**Run 1: routed metal, one colour a layer**

Scale bar: 50 um. Only two layers are drawn.
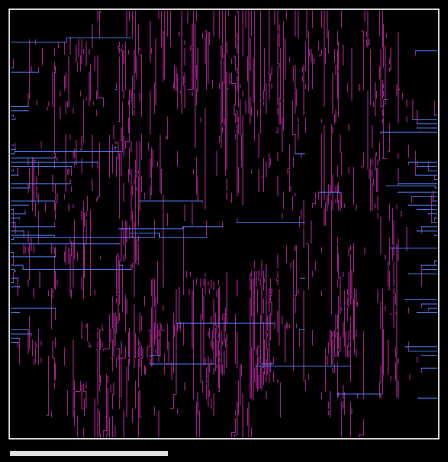
**Run 1: placed cells, one colour a class**

Fill, decap, tap and diode cells in grey.
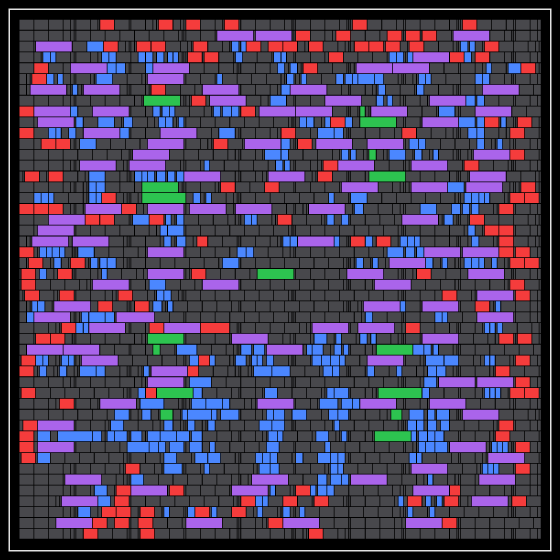
**Run 1: sequential cells grouped by signal name**

Scale bar: 50 um. Other sequential cells in the stronger grey, the rest of the logic in the fainter grey.
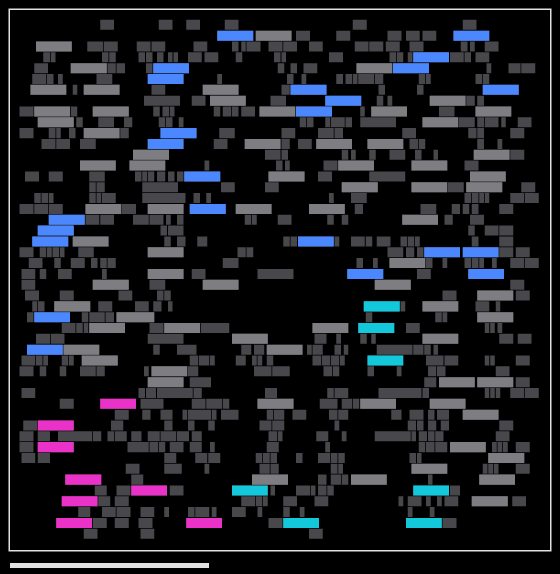
$ cat src/rtl/reflet_vga_term_pkg.sv
// Shared constants and types for the terminal-style text-mode VGA write controller.
package reflet_vga_term_pkg;

    localparam int unsigned FONT_WIDTH  = 8;
    localparam int unsigned FONT_HEIGHT = 8;

    localparam logic [7:0] CC_BS    = 8'h08;
    localparam logic [7:0] CC_LF    = 8'h0A;
    localparam logic [7:0] CC_FF    = 8'h0C;
    localparam logic [7:0] CC_CR    = 8'h0D;
    localparam logic [7:0] CC_SPACE = 8'h20;
    localparam logic [7:0] CC_DEL   = 8'h7F;

    typedef enum logic [1:0] {
        ST_CLEAR = 2'd0,
        ST_IDLE  = 2'd1,
        ST_EXEC  = 2'd2
    } state_t;

    typedef enum logic [2:0] {
        CUR_NOP  = 3'd0,
        CUR_INC  = 3'd1,
        CUR_LF   = 3'd2,
        CUR_CR   = 3'd3,
        CUR_DEC  = 3'd4,
        CUR_HOME = 3'd5
    } cur_op_t;

    // Everything from space upward except DEL produces a glyph write.
    function automatic logic is_printable(input logic [7:0] c);
        return (c >= CC_SPACE) && (c != CC_DEL);
    endfunction

endpackage

$ cat src/rtl/reflet_vga_term_if.sv
// Byte-stream input and text-cell write port of the terminal controller.
interface reflet_vga_term_if
    import reflet_vga_term_pkg::*;
#(
    parameter int unsigned H_SIZE        = 640,
    parameter int unsigned V_SIZE        = 480,
    parameter int unsigned COLOR_DEPTH   = 8,
    parameter int unsigned BIT_REDUCTION = 0
);
    localparam int unsigned CW = $clog2(H_SIZE / FONT_WIDTH) - BIT_REDUCTION;
    localparam int unsigned RW = $clog2(V_SIZE / FONT_HEIGHT) - BIT_REDUCTION;
    localparam int unsigned CD = COLOR_DEPTH;

    logic          char_valid;
    logic          char_ready;
    logic [7:0]    char_in;
    logic [CD-1:0] fg_r_in, fg_g_in, fg_b_in;
    logic [CD-1:0] bg_r_in, bg_g_in, bg_b_in;
    logic          clear_req;
    logic          busy;

    logic          write_en;
    logic [CW-1:0] h_txt_out;
    logic [RW-1:0] v_txt_out;
    logic [7:0]    char_out;
    logic [CD-1:0] fg_r_out, fg_g_out, fg_b_out;
    logic [CD-1:0] bg_r_out, bg_g_out, bg_b_out;
    logic [CW-1:0] cursor_h;
    logic [RW-1:0] cursor_v;

    modport slave (
        input  char_valid, char_in, fg_r_in, fg_g_in, fg_b_in,
               bg_r_in, bg_g_in, bg_b_in, clear_req,
        output char_ready, busy, write_en, h_txt_out, v_txt_out, char_out,
               fg_r_out, fg_g_out, fg_b_out, bg_r_out, bg_g_out, bg_b_out,
               cursor_h, cursor_v
    );

    modport master (
        output char_valid, char_in, fg_r_in, fg_g_in, fg_b_in,
               bg_r_in, bg_g_in, bg_b_in, clear_req,
        input  char_ready, busy, write_en, h_txt_out, v_txt_out, char_out,
               fg_r_out, fg_g_out, fg_b_out, bg_r_out, bg_g_out, bg_b_out,
               cursor_h, cursor_v
    );

endinterface

$ cat src/rtl/reflet_vga_term_cursor.sv
// Column/row cursor with increment, newline, CR, backspace and home; wraps at COLS/ROWS.
module reflet_vga_term_cursor
    import reflet_vga_term_pkg::*;
#(
    parameter int unsigned COLS = 80,
    parameter int unsigned ROWS = 60,
    parameter int unsigned CW   = 7,
    parameter int unsigned RW   = 6
) (
    input  logic          i_clk,
    input  logic          i_reset,
    input  cur_op_t       i_op,
    output logic [CW-1:0] o_col,
    output logic [RW-1:0] o_row,
    output logic          o_last_c
);

    logic [CW-1:0] r_col, w_col_next;
    logic [RW-1:0] r_row, w_row_next, w_row_inc;
    logic          w_col_end;
    logic          w_row_end;

    assign w_col_end = (r_col == CW'(COLS - 1));
    assign w_row_end = (r_row == RW'(ROWS - 1));
    // Bottom row wraps to the top; there is no scrolling.
    assign w_row_inc = w_row_end ? '0 : r_row + RW'(1);

    always_comb begin
        w_col_next = r_col;
        w_row_next = r_row;
        case (i_op)
            CUR_INC: begin
                if (w_col_end) begin
                    w_col_next = '0;
                    w_row_next = w_row_inc;
                end else begin
                    w_col_next = r_col + CW'(1);
                end
            end
            CUR_LF: begin
                w_col_next = '0;
                w_row_next = w_row_inc;
            end
            CUR_CR:  w_col_next = '0;
            CUR_DEC: begin
                if (r_col != '0) w_col_next = r_col - CW'(1);
            end
            CUR_HOME: begin
                w_col_next = '0;
                w_row_next = '0;
            end
            default: ;
        endcase
    end

    always_ff @(posedge i_clk or posedge i_reset) begin
        if (i_reset) begin
            r_col <= '0;
            r_row <= '0;
        end else begin
            r_col <= w_col_next;
            r_row <= w_row_next;
        end
    end

    assign o_col    = r_col;
    assign o_row    = r_row;
    assign o_last_c = w_col_end && w_row_end;

endmodule

$ cat src/rtl/reflet_vga_term.sv
// Terminal write controller: byte stream in, single-cycle text-cell writes out, with full-screen clear.
module reflet_vga_term
    import reflet_vga_term_pkg::*;
#(
    parameter int unsigned H_SIZE        = 640,
    parameter int unsigned V_SIZE        = 480,
    parameter int unsigned COLOR_DEPTH   = 8,
    parameter int unsigned BIT_REDUCTION = 0
) (
    input  logic             i_clk,
    input  logic             i_reset,
    reflet_vga_term_if.slave bus
);

    localparam int unsigned COLS  = H_SIZE / FONT_WIDTH / (2 ** BIT_REDUCTION);
    localparam int unsigned ROWS  = V_SIZE / FONT_HEIGHT / (2 ** BIT_REDUCTION);
    localparam int unsigned CW    = $clog2(H_SIZE / FONT_WIDTH) - BIT_REDUCTION;
    localparam int unsigned RW    = $clog2(V_SIZE / FONT_HEIGHT) - BIT_REDUCTION;
    localparam int unsigned CD    = COLOR_DEPTH;
    localparam int unsigned CLR_W = 3 * CD;

    state_t          r_state, w_state_next;
    cur_op_t         w_cur_op;
    logic [CW-1:0]   w_cur_h;
    logic [RW-1:0]   w_cur_v;
    logic            w_cur_last;

    logic            r_write_en, w_write_en;
    logic [CW-1:0]   r_h_txt, w_h_txt;
    logic [RW-1:0]   r_v_txt, w_v_txt;
    logic [7:0]      r_char_out, w_char_out;
    logic [CLR_W-1:0] r_fg, w_fg, r_bg, w_bg, r_clr, w_clr;
    logic            r_busy;
    logic [CLR_W-1:0] w_fg_in, w_bg_in;
    logic            w_ready;

    assign w_fg_in = {bus.fg_r_in, bus.fg_g_in, bus.fg_b_in};
    assign w_bg_in = {bus.bg_r_in, bus.bg_g_in, bus.bg_b_in};
    // A same-cycle clear request wins over the byte, so ready drops immediately.
    assign w_ready = (r_state == ST_IDLE) && !bus.clear_req;

    // The clear scan walks the screen with the cursor itself and ends back at home.
    reflet_vga_term_cursor #(
        .COLS (COLS),
        .ROWS (ROWS),
        .CW   (CW),
        .RW   (RW)
    ) u_cursor (
        .i_clk    (i_clk),
        .i_reset  (i_reset),
        .i_op     (w_cur_op),
        .o_col    (w_cur_h),
        .o_row    (w_cur_v),
        .o_last_c (w_cur_last)
    );

    always_comb begin
        w_state_next = r_state;
        w_cur_op     = CUR_NOP;
        w_write_en   = 1'b0;
        w_h_txt      = r_h_txt;
        w_v_txt      = r_v_txt;
        w_char_out   = r_char_out;
        w_fg         = r_fg;
        w_bg         = r_bg;
        w_clr        = r_clr;
        case (r_state)
            ST_CLEAR: begin
                w_write_en = 1'b1;
                w_h_txt    = w_cur_h;
                w_v_txt    = w_cur_v;
                w_char_out = CC_SPACE;
                w_fg       = r_clr;
                w_bg       = r_clr;
                w_cur_op   = CUR_INC;
                if (w_cur_last) w_state_next = ST_IDLE;
            end
            ST_IDLE: begin
                if (bus.clear_req) begin
                    w_clr        = w_bg_in;
                    w_cur_op     = CUR_HOME;
                    w_state_next = ST_CLEAR;
                end else if (bus.char_valid) begin
                    w_state_next = ST_EXEC;
                    if (is_printable(bus.char_in)) begin
                        w_write_en = 1'b1;
                        w_h_txt    = w_cur_h;
                        w_v_txt    = w_cur_v;
                        w_char_out = bus.char_in;
                        w_fg       = w_fg_in;
                        w_bg       = w_bg_in;
                        w_cur_op   = CUR_INC;
                    end else begin
                        case (bus.char_in)
                            CC_LF: w_cur_op = CUR_LF;
                            CC_CR: w_cur_op = CUR_CR;
                            CC_BS: w_cur_op = CUR_DEC;
                            CC_FF: begin
                                w_clr        = w_bg_in;
                                w_cur_op     = CUR_HOME;
                                w_state_next = ST_CLEAR;
                            end
                            default: ;
                        endcase
                    end
                end
            end
            ST_EXEC: w_state_next = ST_IDLE;
            default: w_state_next = ST_CLEAR;
        endcase
    end

    always_ff @(posedge i_clk or posedge i_reset) begin
        if (i_reset) begin
            r_state    <= ST_CLEAR;
            r_write_en <= 1'b0;
            r_h_txt    <= '0;
            r_v_txt    <= '0;
            r_char_out <= '0;
            r_fg       <= '0;
            r_bg       <= '0;
            r_clr      <= '0;
            r_busy     <= 1'b1;
        end else begin
            r_state    <= w_state_next;
            r_write_en <= w_write_en;
            r_h_txt    <= w_h_txt;
            r_v_txt    <= w_v_txt;
            r_char_out <= w_char_out;
            r_fg       <= w_fg;
            r_bg       <= w_bg;
            r_clr      <= w_clr;
            r_busy     <= (w_state_next == ST_CLEAR);
        end
    end

    assign bus.char_ready = w_ready;
    assign bus.busy       = r_busy;
    assign bus.write_en   = r_write_en;
    assign bus.h_txt_out  = r_h_txt;
    assign bus.v_txt_out  = r_v_txt;
    assign bus.char_out   = r_char_out;
    assign bus.fg_r_out   = r_fg[2*CD +: CD];
    assign bus.fg_g_out   = r_fg[CD   +: CD];
    assign bus.fg_b_out   = r_fg[0    +: CD];
    assign bus.bg_r_out   = r_bg[2*CD +: CD];
    assign bus.bg_g_out   = r_bg[CD   +: CD];
    assign bus.bg_b_out   = r_bg[0    +: CD];
    assign bus.cursor_h   = w_cur_h;
    assign bus.cursor_v   = w_cur_v;

endmodule

$ cat src/flat_wrapper.sv
// flat-port wrapper written by rule: the top's interface ports become plain ports
module reflet_vga_term_flat import reflet_vga_term_pkg::*;
#(
    parameter int unsigned H_SIZE        = 640,
    parameter int unsigned V_SIZE        = 480,
    parameter int unsigned COLOR_DEPTH   = 8,
    parameter int unsigned BIT_REDUCTION = 0
)
  (i_clk, i_reset, bus_char_valid, bus_char_in, bus_fg_r_in, bus_fg_g_in, bus_fg_b_in, bus_bg_r_in, bus_bg_g_in, bus_bg_b_in, bus_clear_req, bus_char_ready, bus_busy, bus_write_en, bus_h_txt_out, bus_v_txt_out, bus_char_out, bus_fg_r_out, bus_fg_g_out, bus_fg_b_out, bus_bg_r_out, bus_bg_g_out, bus_bg_b_out, bus_cursor_h, bus_cursor_v);
  reflet_vga_term_if #(.H_SIZE(H_SIZE), .V_SIZE(V_SIZE), .COLOR_DEPTH(COLOR_DEPTH), .BIT_REDUCTION(BIT_REDUCTION)) bus_i ();
  input  logic i_clk;
  input  logic i_reset;
  input wire logic [$bits(bus_i.char_valid)-1:0] bus_char_valid;
  input wire logic [$bits(bus_i.char_in)-1:0] bus_char_in;
  input wire logic [$bits(bus_i.fg_r_in)-1:0] bus_fg_r_in;
  input wire logic [$bits(bus_i.fg_g_in)-1:0] bus_fg_g_in;
  input wire logic [$bits(bus_i.fg_b_in)-1:0] bus_fg_b_in;
  input wire logic [$bits(bus_i.bg_r_in)-1:0] bus_bg_r_in;
  input wire logic [$bits(bus_i.bg_g_in)-1:0] bus_bg_g_in;
  input wire logic [$bits(bus_i.bg_b_in)-1:0] bus_bg_b_in;
  input wire logic [$bits(bus_i.clear_req)-1:0] bus_clear_req;
  output wire logic [$bits(bus_i.char_ready)-1:0] bus_char_ready;
  output wire logic [$bits(bus_i.busy)-1:0] bus_busy;
  output wire logic [$bits(bus_i.write_en)-1:0] bus_write_en;
  output wire logic [$bits(bus_i.h_txt_out)-1:0] bus_h_txt_out;
  output wire logic [$bits(bus_i.v_txt_out)-1:0] bus_v_txt_out;
  output wire logic [$bits(bus_i.char_out)-1:0] bus_char_out;
  output wire logic [$bits(bus_i.fg_r_out)-1:0] bus_fg_r_out;
  output wire logic [$bits(bus_i.fg_g_out)-1:0] bus_fg_g_out;
  output wire logic [$bits(bus_i.fg_b_out)-1:0] bus_fg_b_out;
  output wire logic [$bits(bus_i.bg_r_out)-1:0] bus_bg_r_out;
  output wire logic [$bits(bus_i.bg_g_out)-1:0] bus_bg_g_out;
  output wire logic [$bits(bus_i.bg_b_out)-1:0] bus_bg_b_out;
  output wire logic [$bits(bus_i.cursor_h)-1:0] bus_cursor_h;
  output wire logic [$bits(bus_i.cursor_v)-1:0] bus_cursor_v;
  assign bus_i.char_valid = bus_char_valid;
  assign bus_i.char_in = bus_char_in;
  assign bus_i.fg_r_in = bus_fg_r_in;
  assign bus_i.fg_g_in = bus_fg_g_in;
  assign bus_i.fg_b_in = bus_fg_b_in;
  assign bus_i.bg_r_in = bus_bg_r_in;
  assign bus_i.bg_g_in = bus_bg_g_in;
  assign bus_i.bg_b_in = bus_bg_b_in;
  assign bus_i.clear_req = bus_clear_req;
  assign bus_char_ready = bus_i.char_ready;
  assign bus_busy = bus_i.busy;
  assign bus_write_en = bus_i.write_en;
  assign bus_h_txt_out = bus_i.h_txt_out;
  assign bus_v_txt_out = bus_i.v_txt_out;
  assign bus_char_out = bus_i.char_out;
  assign bus_fg_r_out = bus_i.fg_r_out;
  assign bus_fg_g_out = bus_i.fg_g_out;
  assign bus_fg_b_out = bus_i.fg_b_out;
  assign bus_bg_r_out = bus_i.bg_r_out;
  assign bus_bg_g_out = bus_i.bg_g_out;
  assign bus_bg_b_out = bus_i.bg_b_out;
  assign bus_cursor_h = bus_i.cursor_h;
  assign bus_cursor_v = bus_i.cursor_v;
  reflet_vga_term #(.H_SIZE(H_SIZE), .V_SIZE(V_SIZE), .COLOR_DEPTH(COLOR_DEPTH), .BIT_REDUCTION(BIT_REDUCTION)) u_core (.i_clk(i_clk), .i_reset(i_reset), .bus(bus_i));
endmodule
$ cat config.mk
export PLATFORM = sky130hd
export DESIGN_NAME = reflet_vga_term_flat
export DESIGN_NICKNAME = d
export VERILOG_FILES = /design/src/rtl/reflet_vga_term_pkg.sv /design/src/rtl/reflet_vga_term_if.sv /design/src/rtl/reflet_vga_term_cursor.sv /design/src/rtl/reflet_vga_term.sv /design/src/flat_wrapper.sv
export SDC_FILE = /design/constraint.sdc
export NUM_CORES = 1
export LEC_CHECK = 0
export ABC_AREA = 0
export ABC_CLOCK_PERIOD_IN_PS = 4500
export CAP_MARGIN = 20
export CELL_PAD_IN_SITES_DETAIL_PLACEMENT = 0
export CELL_PAD_IN_SITES_GLOBAL_PLACEMENT = 2
export CORE_MARGIN = 2
export CORE_UTILIZATION = 29
export CTS_CLUSTER_DIAMETER = 120
export CTS_CLUSTER_SIZE = 16
export DETAILED_ROUTE_END_ITERATION = 7
export GPL_ROUTABILITY_DRIVEN = 0
export PLACE_DENSITY_LB_ADDON = 0.1
export SLEW_MARGIN = 20
export SYNTH_ARGS = -nofsm -noshare
export SYNTH_HDL_FRONTEND = slang
export SYNTH_SLANG_ARGS = --single-unit
export TNS_END_PERCENT = 100
$ cat constraint.sdc
create_clock -name i_clk -period 4.5 [get_ports i_clk]
set_clock_uncertainty 0.2 [all_clocks]
set_input_delay 0.9 -clock i_clk [delete_from_list [all_inputs] [get_ports i_clk]]
set_output_delay 0.9 -clock i_clk [all_outputs]
set_load 0.05 [all_outputs]
==> reports/results.ini, run 1 <==
[logic_synthesis]
post_synth_main_logic_family = AND-OR/OR-AND gates
synthDominantCellAreaShare_pct = 54.3
xor_share_pct = 0
netlist_area_um2 = 5030
synth-seq-cells = 110
yosys-stat-area_um2 = 5030
synth.lib_cells_used.distinct = 59
yosys-stat-cells = 499
yosys.cell_count.top_type = sky130_fd_sc_hd__dfrtp_1
yosys.area_share.adder_pct = 0.996
mux_share_pct = 6.20

[critical_path]
worst_r2r_path_depth = 6
timing.critical_path.from = bus_clear_req
timing.rr.end = u_core.u_cursor.o_col[3]
timing.critical_path.required_ns = 3.40
cp_num_buf_inv = 2
worst_reg2reg_path_startpoint = u_core.r_state[1]
critical-path-slowest-cell = sky130_fd_sc_hd__clkdlybuf4s50_1
timing.setup.critical_path_class = in -> out
worst_setup_path_end_kind = output port
worst-r2r-setup-slack_ns = 1.93

[placement]
dpl.hpwl_um = 9270
dpl_cell_area_um2 = 6700
pre_cts_ws_ns = 0.702

[cts]
cts_max_level = 3
ctsRootBufferMaster = sky130_fd_sc_hd__clkbuf_16
cts.sinks = 110
post_cts.repair.setup_buffers = 0
cts_buffers = 9
cts_tree = yes
cts_resized = 0

[floorplanning]
fp.dieArea_um2 = 18400
die_h_um = 136
top_level_port_count = 145
die_width_um = 136

[final_timing]
finalMaxSlewViolations = 0
fmax_ghz = 0.263
timing.setup.tns_ns = 0
relative_slew_margins_pct = 39.7
whs_ns = 0.273

[grt]
antenna_found_initial = 0
gr-usage-met3_pct = 3.89
grt_start_max_net_pins = 123

[power]
p_per_area_nw_per_um2 = 492

[detailed_routing]
post_drt_wl_per_cell_um = 16.3
post_drt_via_cell_ratio = 4.83
detailedRoute.firstIterationViolations = 147
antenna_violating_nets_post_route = 0

[hold_path]
hold-path-cell-count = 2
whs_endpoint = u_core.bus.v_txt_out[5]
hp-start = u_core.bus.v_txt_out[5]

[final_layout]
biggestRegsByFlops = u_core.r_bg (24), u_core.r_clr (24), u_core.r_fg (24)
regArea_um2 = 2750
multi_input_comb_area_um2 = 2130
drive_above_1_share_pct = 9.28
n_antenna_cell = 0
dominant-cell-class = flip-flops and latches
numSequentialCells = 110

[status]
status = finished, final reports clean

[run]
log.warning_count = 30

-- 'routed metal, one colour a layer' (at the start) --
- metal 3: blue (wire length 877 um)
- metal 2: magenta (wire length 6480 um)
global router's overall resource usage: 15.7%
via total after detailed routing: 4157
post-detailed-routing wire length: 14000 um

-- 'placed cells, one colour a class' (at the start) --
- sequential cells: purple (cells 110)
- remaining buffers and delay cells: red (cells 150)
- clock drivers and dummy loads: green (cells 16)
- combinational and other logic: blue (cells 360)
final design utilization: 41.0%
row cnt: 48
final cell area excluding filler cells: 7020 um2

-- 'sequential cells grouped by signal name' (at the start) --
- `u_core.bus.h_txt_out`: cyan (placed flops 7)
- `u_core.r_fg`: blue (placed flops 24)
- `u_core.bus.char_out`: magenta (placed flops 8; where lower left)

run 1: layer usage:
layer,up-vias,share of wire [%]
li1,2035,-
met1,2008,46
met2,104,46
met3,10,6.2
met4,0,1.2
met5,-,0
run 1: worst register-to-register path, delay by kind of cell (launching register included):
family | cells | cell delay (ns)
AOI/OAI and AO/OA | 3 | 1.01
DFF | 1 | 0.52
and+or+nand+nor | 2 | 0.39
buffers and inverters | 1 | 0.33
run 1: power breakdown:
group	total (mW)	switching [mW]	leakage, nW	internal (mW)
Sequential	1.33	0.157	1.35	1.17
Combinational	1.27	0.817	1.30	0.452
Clock	0.862	0.374	0.152	0.488
Total	3.46	1.35	2.80	2.11
**Run 1: clock wires, drivers and flops**

Scale bar: 50 um.
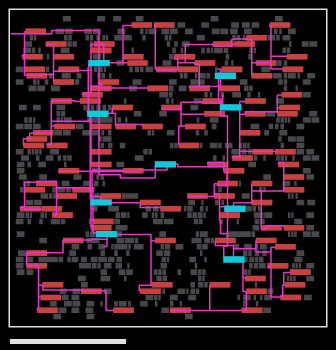

==> inputs of run 2 (changes only) <==
--- a/config.mk
+++ b/config.mk
@@ -6,12 +6,12 @@
 export NUM_CORES = 1
 export LEC_CHECK = 0
 export ABC_AREA = 0
-export ABC_CLOCK_PERIOD_IN_PS = 4500
+export ABC_CLOCK_PERIOD_IN_PS = 3100
 export CAP_MARGIN = 20
 export CELL_PAD_IN_SITES_DETAIL_PLACEMENT = 0
 export CELL_PAD_IN_SITES_GLOBAL_PLACEMENT = 2
 export CORE_MARGIN = 2
-export CORE_UTILIZATION = 29
+export CORE_UTILIZATION = 26
 export CTS_CLUSTER_DIAMETER = 120
 export CTS_CLUSTER_SIZE = 16
 export DETAILED_ROUTE_END_ITERATION = 7
==> constraint.sdc (replaced) <==
create_clock -name i_clk -period 3.1 [get_ports i_clk]
set_clock_uncertainty 0.2 [all_clocks]
set_input_delay 0.62 -clock i_clk [delete_from_list [all_inputs] [get_ports i_clk]]
set_output_delay 0.62 -clock i_clk [all_outputs]
set_load 0.05 [all_outputs]
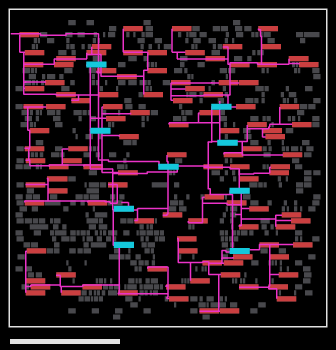
**Above:** run 2 (clock wires, drivers and flops).
Scale bar: 50 um.
- clock wires: magenta (length 1630 um)
- clock drivers: cyan (count 9)
- flip-flops: red (count 110)
- routed clock nets: 10
- flops lie: all over the die
Insertion Delay late pin: 0.35 ns
portion of total power attributed to the clock network: 23.2%
Clock net power: 1.14 mW

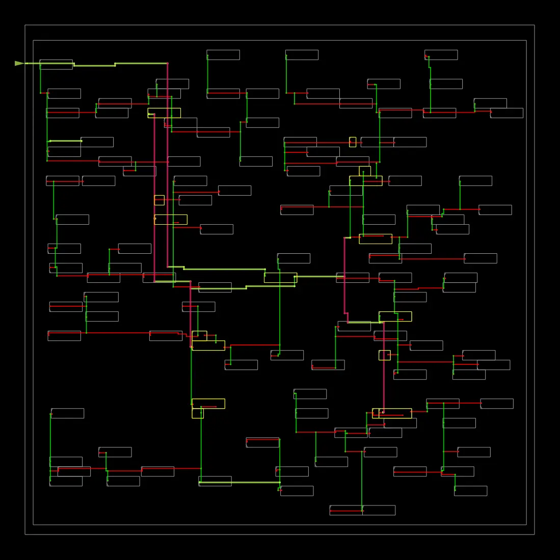
**Above:** run 2 (clock nets).
count of sequential standard cells: 110
sinks on the clock net: 110
total CTS buffers: 9
number of clock buffers in the layout: 9

==> reports/results.ini, run 2 <==
[final_layout]
drive_above_1_share_pct = 11.8
layout_top_cell_excl_fill_tap = sky130_fd_sc_hd__clkdlybuf4s50_1
biggestRegsByFlops = u_core.r_bg (24), u_core.r_clr (24), u_core.r_fg (24)
mostFrequentLayoutCells = sky130_fd_sc_hd__clkdlybuf4s50_1, sky130_fd_sc_hd__dfrtp_1, sky130_fd_sc_hd__nand2_1, sky130_fd_sc_hd__o21ai_0, sky130_fd_sc_hd__a21oi_1
num-nets-final = 711
filler_cell_count = 1885
layoutNonFillerInstCount = 912
n_antenna_cell = 0
area_growth_syn_to_layout_pct = 43.2
post-route-cell-area_um2 = 7200

[critical_path]
critPathArrivalTime_ns = 2.76
timing.rr.end = u_core.u_cursor.o_col[5]
worst_reg2reg_path_startpoint = u_core.u_cursor.o_col[0]
worst_r2r_path_depth = 7
timing.critical_path.to = u_core.u_cursor.o_col[2]
timing.critical_path.from = bus_char_in[7]
critical-path-slowest-cell = sky130_fd_sc_hd__clkdlybuf4s50_1
cp_num_buf_inv = 3
critPathMostFrequentCell = sky130_fd_sc_hd__buf_4
timing.critical_path.required_ns = 3.19
cp_slowest_stage_delay_ns = 0.50
timing.setup.critical_path_class = in -> reg
worst_setup_path_end_kind = flop
crit_path_cell_trace = clkdlybuf4s50_1 > nor4b_4 > buf_4 > nand3_2 > a41oi_2 > a211oi_2 > buf_4 > or4b_1 > nand3_1
worst-r2r-setup-slack_ns = 0.80
worstSetupStartpointType = input pin
critical_path_depth = 9
timing.critical_path.fanout_max = 15
critPathTopFamily = simple AND/OR/NAND/NOR gates

[logic_synthesis]
netlist_area_um2 = 5030
mappedNetlistNets = 563
post-synth-top-area-cell = sky130_fd_sc_hd__dfrtp_1
xor_share_pct = 0
syn-mean-instance-area_um2 = 10.1
aoi_share_pct = 18.4
synthDominantCellAreaShare_pct = 54.3
edff_count_synth = 0
synth-seq-cells = 110
yosys.area_share.adder_pct = 0.996
synth.lib_cells_used.distinct = 59
postSynthCellCount = 499
post_synth_main_logic_family = AND-OR/OR-AND gates
synthSimpleGateAreaFrac_pct = 16.5
synth_top_flop_cell = sky130_fd_sc_hd__dfrtp_1
yosys-stat-area_um2 = 5030
post_synth_main_area_contributors = sky130_fd_sc_hd__dfrtp_1, sky130_fd_sc_hd__nand2_1, sky130_fd_sc_hd__o21ai_0, sky130_fd_sc_hd__a21oi_1, sky130_fd_sc_hd__mux2_2
sequential_element_share_of_the_synthesized_area_pct = 54.8
yosys_warnings = 0
yosys.cell_count.top_type = sky130_fd_sc_hd__dfrtp_1
synth.top_cells.by_count = sky130_fd_sc_hd__dfrtp_1, sky130_fd_sc_hd__nand2_1, sky130_fd_sc_hd__o21ai_0, sky130_fd_sc_hd__a21oi_1
yosys-stat-cells = 499
async_reset_ff_share_pct = 100
mux_share_pct = 6.20

[detailed_routing]
met3_length_um = 1050
post-route-drc-count = 0
detail_route.first_pass.iterations = 4
post_drt_via_cell_ratio = 4.57
routed_wirelength_um = 14400
drt-met1-wl_um = 6670
detailedRoute.firstIterationViolations = 192
dr.max_layer_used = met4
antenna_violating_nets_post_route = 0
met2WireLength_um = 6500
via_count = 4171
post_drt_wl_per_cell_um = 15.8

[grt]
globalRoute.busiestLayer = met2
antenna_found_initial = 0
grt_pass1_wl_um = 23000
via_count_of_the_first_global_routing_pass = 4215
grt_start_max_net_pins = 111
gr-usage-met3_pct = 3.76
global_router_s_overall_resource_usage_pct = 14.6
grt_util_met1_pct = 19.6
gr-total-overflow = 0
met2_usage_pct = 22.8

[placement]
numPlacedInstances = 896
pre_cts_ws_ns = 0.0587
dpl_cell_area_um2 = 6920
dpl.hpwl_um = 9980
number_of_buffers_inserted_by_port_buffering = 144

[final_timing]
grt_setup_unrepaired = false
setup_viol_count_final = 0
final_hold_viols = 0
timing.setup.tns_ns = 0
postLayoutSetupSlackWorst_ns = 0.429
relative_slew_margins_pct = 37.9
final_min_period_over_clock_period_pct = 86.2
worst_slew_pin_slew_ns = 0.924
finalMaxSlewViolations = 0
period_needed_ns = 2.67
whs_ns = 0.276
fmax_ghz = 0.374

[floorplanning]
initial_utilization_pct = 26.7
fp-row-count = 50
coreArea_um2 = 18800
fp.dieArea_um2 = 20500
die_width_um = 143
top_level_port_count = 145
die_h_um = 143

[cts]
cts-hold-fix-buffers = 0
ctsRootBufferMaster = sky130_fd_sc_hd__clkbuf_16
cts_tree = yes
clk_path_buf_depth = 2
post_cts.repair.setup_buffers = 0
cts_max_level = 3
clk_pin_slew_ns = 0.08
cts_resized = 0

[power]
p_per_area_nw_per_um2 = 681
p_leak_nw = 2.88
report.power.total_mw = 4.90
irDropWorstVdd_v = 0.000277

[hold_path]
hp-start = u_core.bus.v_txt_out[3]
whs_endpoint = u_core.bus.v_txt_out[3]
hp-class = reg -> reg
hold-path-cell-count = 2

[run]
log.warning_count = 30
cap_violations = 0

[status]
status = finished, final reports clean

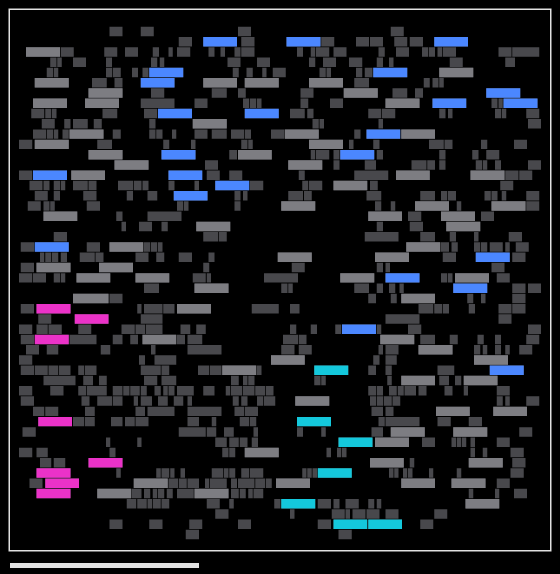
**Above:** run 2 (sequential cells grouped by signal name).
Scale bar: 50 um. Other sequential cells in the stronger grey, the rest of the logic in the fainter grey.
- `u_core.bus.char_out`: magenta (placed flops 8; where lower left)
- `u_core.r_fg`: blue (placed flops 24)
- `u_core.bus.h_txt_out`: cyan (placed flops 7; where bottom centre)
- not coloured: 71
Sequential Power: 1.91 mW
final design utilization: 38.2%
sequential portion of the cell area: 38.3%

run 2: layout make-up:
| cell class | count | area, um2 | area share (%) |
|---|---|---|---|
| Sequential cell | 110 | 2750 | 38.3 |
| Multi-Input combinational cell | 350 | 2130 | 29.6 |
| Timing Repair Buffer | 166 | 1670 | 23.2 |
| Tap cell | 260 | 325 | 4.52 |
| Clock buffer | 9 | 225 | 3.13 |
| Clock inverter | 7 | 55.1 | 0.765 |
| Inverter | 10 | 41.3 | 0.574 |
run 2: report_power, final:
group          switching, mW  internal (mW)  leakage (nW)  total, mW
logic                   1.19          0.664          1.39       1.85
clock network          0.579          0.557         0.138       1.14
registers              0.216           1.70          1.35       1.91
run 2: worst min-delay path, delay by kind of cell (launching register included):
family / cells / cell delay, ns
flip-flops: 1 / 0.34
AND/OR/NAND/NOR: 2 / 0.10
**Run 2: placed cells, one colour a class**

Fill, decap, tap and diode cells in grey.
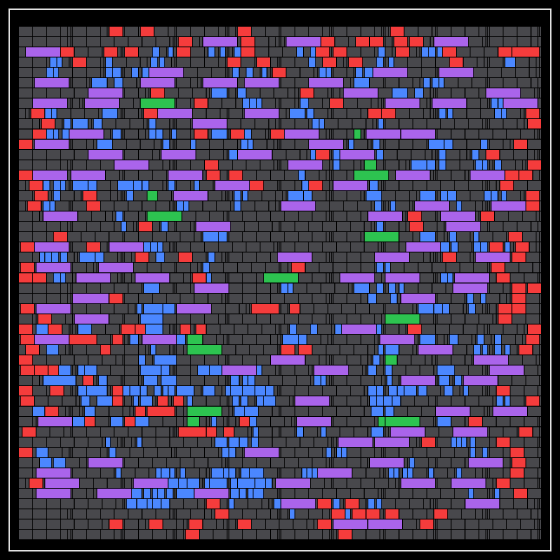

==> inputs of run 3 (changes only) <==
--- a/config.mk
+++ b/config.mk
@@ -17,6 +17,7 @@
 export DETAILED_ROUTE_END_ITERATION = 7
 export GPL_ROUTABILITY_DRIVEN = 0
 export PLACE_DENSITY_LB_ADDON = 0.1
+export REMOVE_ABC_BUFFERS = 1
 export SLEW_MARGIN = 20
 export SYNTH_ARGS = -nofsm -noshare
 export SYNTH_HDL_FRONTEND = slang
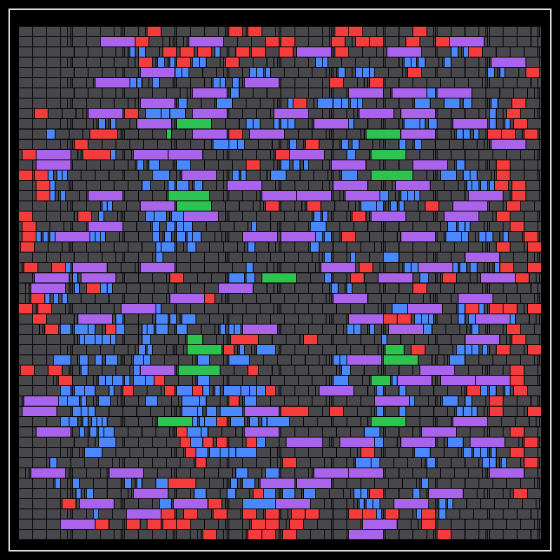
**Above:** run 3 (placed cells, one colour a class).
Fill, decap, tap and diode cells in grey.
Core ar.: 18800 um2
final cell area excluding filler cells: 7280 um2
sequential portion of the cell area: 37.8%
final design utilization: 38.7%

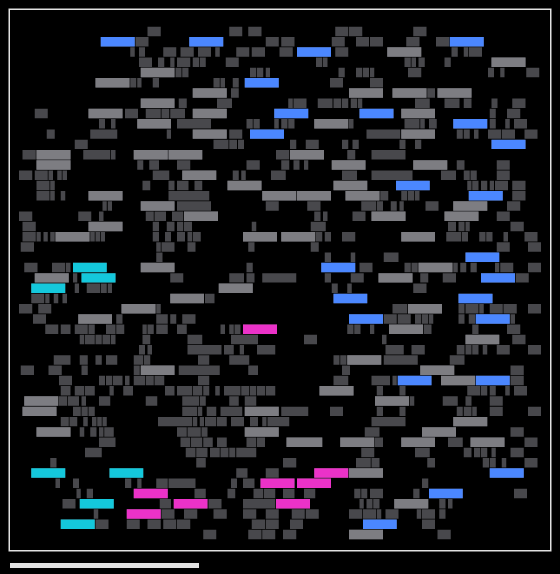
**Above:** run 3 (sequential cells grouped by signal name).
Scale bar: 50 um. Other sequential cells in the stronger grey, the rest of the logic in the fainter grey.
- `u_core.bus.char_out`: magenta (placed flops 8; where bottom centre)
- `u_core.r_fg`: blue (placed flops 24)
- `u_core.bus.h_txt_out`: cyan (placed flops 7)

==> reports/results.ini, run 3 <==
[power]
power_switching_mw = 1.98
power.clock.fraction_pct = 27.0
comb_power_share_pct = 36.8
power-top-group = combinational logic
pg_seq_mw = 1.88
net_switching_share_of_the_total_power_pct = 38.1
pwr.group.clock_mw = 1.41
report.power.total_mw = 5.20
combinational_power_mw = 1.92
p_leak_nw = 2.92
p_per_area_nw_per_um2 = 714
seq_power_share_pct = 36.1
cell_internal_pwr_mw = 3.22

[grt]
gr-total-overflow = 0
grt_start_max_net_pins = 100
via_count_of_the_first_global_routing_pass = 4353
met2_usage_pct = 23.6
antenna_found_initial = 0
gr-usage-met3_pct = 2.75
grt_pass1_wl_um = 23600

[cts]
clk_pin_slew_ns = 0.08
clk_path_buf_depth = 2
cts_buffers = 9
cts_resized = 0
cts_max_level = 3
post_cts.repair.setup_buffers = 0
cts-hold-fix-buffers = 0
worst_skew_pair.late_latency_ns = 0.35
cts_tree = yes
cts.sinks = 110

[final_timing]
final_hold_viols = 0
postLayoutSetupSlackWorst_ns = 0.408
fmax_ghz = 0.371
grt_setup_unrepaired = false
relative_slew_margins_pct = 36.5
period_needed_ns = 2.69
whs_ns = 0.277
finalMaxSlewViolations = 0
setup_viol_count_final = 0
final_min_period_over_clock_period_pct = 86.8
timing.setup.tns_ns = 0

[logic_synthesis]
netlist_area_um2 = 5030
yosys-stat-area_um2 = 5030
async_reset_ff_share_pct = 100
synth-seq-cells = 110
edff_count_synth = 0
synth.top_cells.by_count = sky130_fd_sc_hd__dfrtp_1, sky130_fd_sc_hd__nand2_1, sky130_fd_sc_hd__o21ai_0, sky130_fd_sc_hd__a21oi_1
yosys_warnings = 0
postSynthCellCount = 499
yosys-stat-cells = 499
sequential_element_share_of_the_synthesized_area_pct = 54.8
synth_top_flop_cell = sky130_fd_sc_hd__dfrtp_1
post-synth-top-area-cell = sky130_fd_sc_hd__dfrtp_1

[critical_path]
critical_path_depth = 8
cp_slowest_stage_delay_ns = 0.50
timing.critical_path.from = bus_char_in[7]
timing.rr.end = u_core.u_cursor.o_col[5]
critPathArrivalTime_ns = 2.78
worst_r2r_path_depth = 8
worst_reg2reg_path_startpoint = u_core.u_cursor.o_col[0]
timing.setup.critical_path_class = in -> reg
critPathTopFamily = simple AND/OR/NAND/NOR gates
cp_num_buf_inv = 2
timing.critical_path.required_ns = 3.19
worstSetupStartpointType = input pin
timing.critical_path.to = u_core.u_cursor.o_col[2]
worst_setup_path_end_kind = flop

[final_layout]
n_antenna_cell = 0
comb_share_pct = 29.2
buffers_excl_clock = 167
layout.comb_gates.multi_input = 350
drive_above_1_share_pct = 11.8
layoutNonFillerInstCount = 913
mostFrequentLayoutCells = sky130_fd_sc_hd__clkdlybuf4s50_1, sky130_fd_sc_hd__dfrtp_1, sky130_fd_sc_hd__nand2_1, sky130_fd_sc_hd__o21ai_0, sky130_fd_sc_hd__a21oi_1
clock_buffer_and_inverter_area_fraction_after_layout_pct = 4.91
dominant-cell-class = flip-flops and latches
layout.clock_buffers = 12
numSequentialCells = 110
biggestRegsByFlops = u_core.r_bg (24), u_core.r_clr (24), u_core.r_fg (24)
layout_top_cell_excl_fill_tap = sky130_fd_sc_hd__clkdlybuf4s50_1
non_clock_buffer_area_share_pct = 23.0
filler_cell_count = 1827

[status]
status = finished, final reports clean

[hold_path]
hp-class = in -> async

[floorplanning]
initial_utilization_pct = 26.7
top_level_port_count = 145
die_h_um = 143
fp-row-count = 50
tapCellCount = 260

[placement]
dpl_cell_area_um2 = 6920
pre_cts_ws_ns = 0.0315
numPlacedInstances = 897

[run]
log.warning_count = 27
cap_violations = 0

[detailed_routing]
antenna_violating_nets_post_route = 0
dr.max_layer_used = met4
detail_route.first_pass.iterations = 4
met2WireLength_um = 6640
detailedRoute.firstIterationViolations = 206
met3_length_um = 851

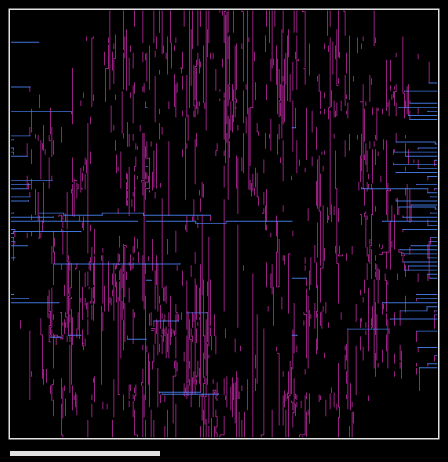
**Above:** run 3 (routed metal, one colour a layer).
Scale bar: 50 um. Only two layers are drawn.
- metal 3: blue (wire length 851 um)
- metal 2: magenta (wire length 6640 um)
global router's overall resource usage: 14.9%
via total after detailed routing: 4230
post-detailed-routing wire length: 14600 um
average wire length per cell after detail routing: 16.0 um

==> run 3: cell types whose count changed in the layout (fill, tap and decap cells not counted), sizes merged <==
| cell | previous run | this run |
|---|---|---|
| clkinv | 4 | 1 |
| clkinvlp | 2 | 0 |
| clkbuf | 9 | 12 |
| inv | 11 | 10 |
| buf | 23 | 24 |
| bufinv | 0 | 3 |
==> run 3: cell families (layout without fill, tap and decap cells) <==
| kind of cell | after synthesis | after routing | synth area share, % |
|---|---|---|---|
| mux | 28 | 28 | 6.20 |
| fa+ha+maj | 4 | 4 | 0.996 |
| simple gates | 162 | 162 | 16.5 |
| compound gates | 156 | 156 | 18.4 |
| flops | 110 | 110 | 54.8 |
| buf+inv | 39 | 193 | 3.14 |
Power and IR drop assume default switching activity.
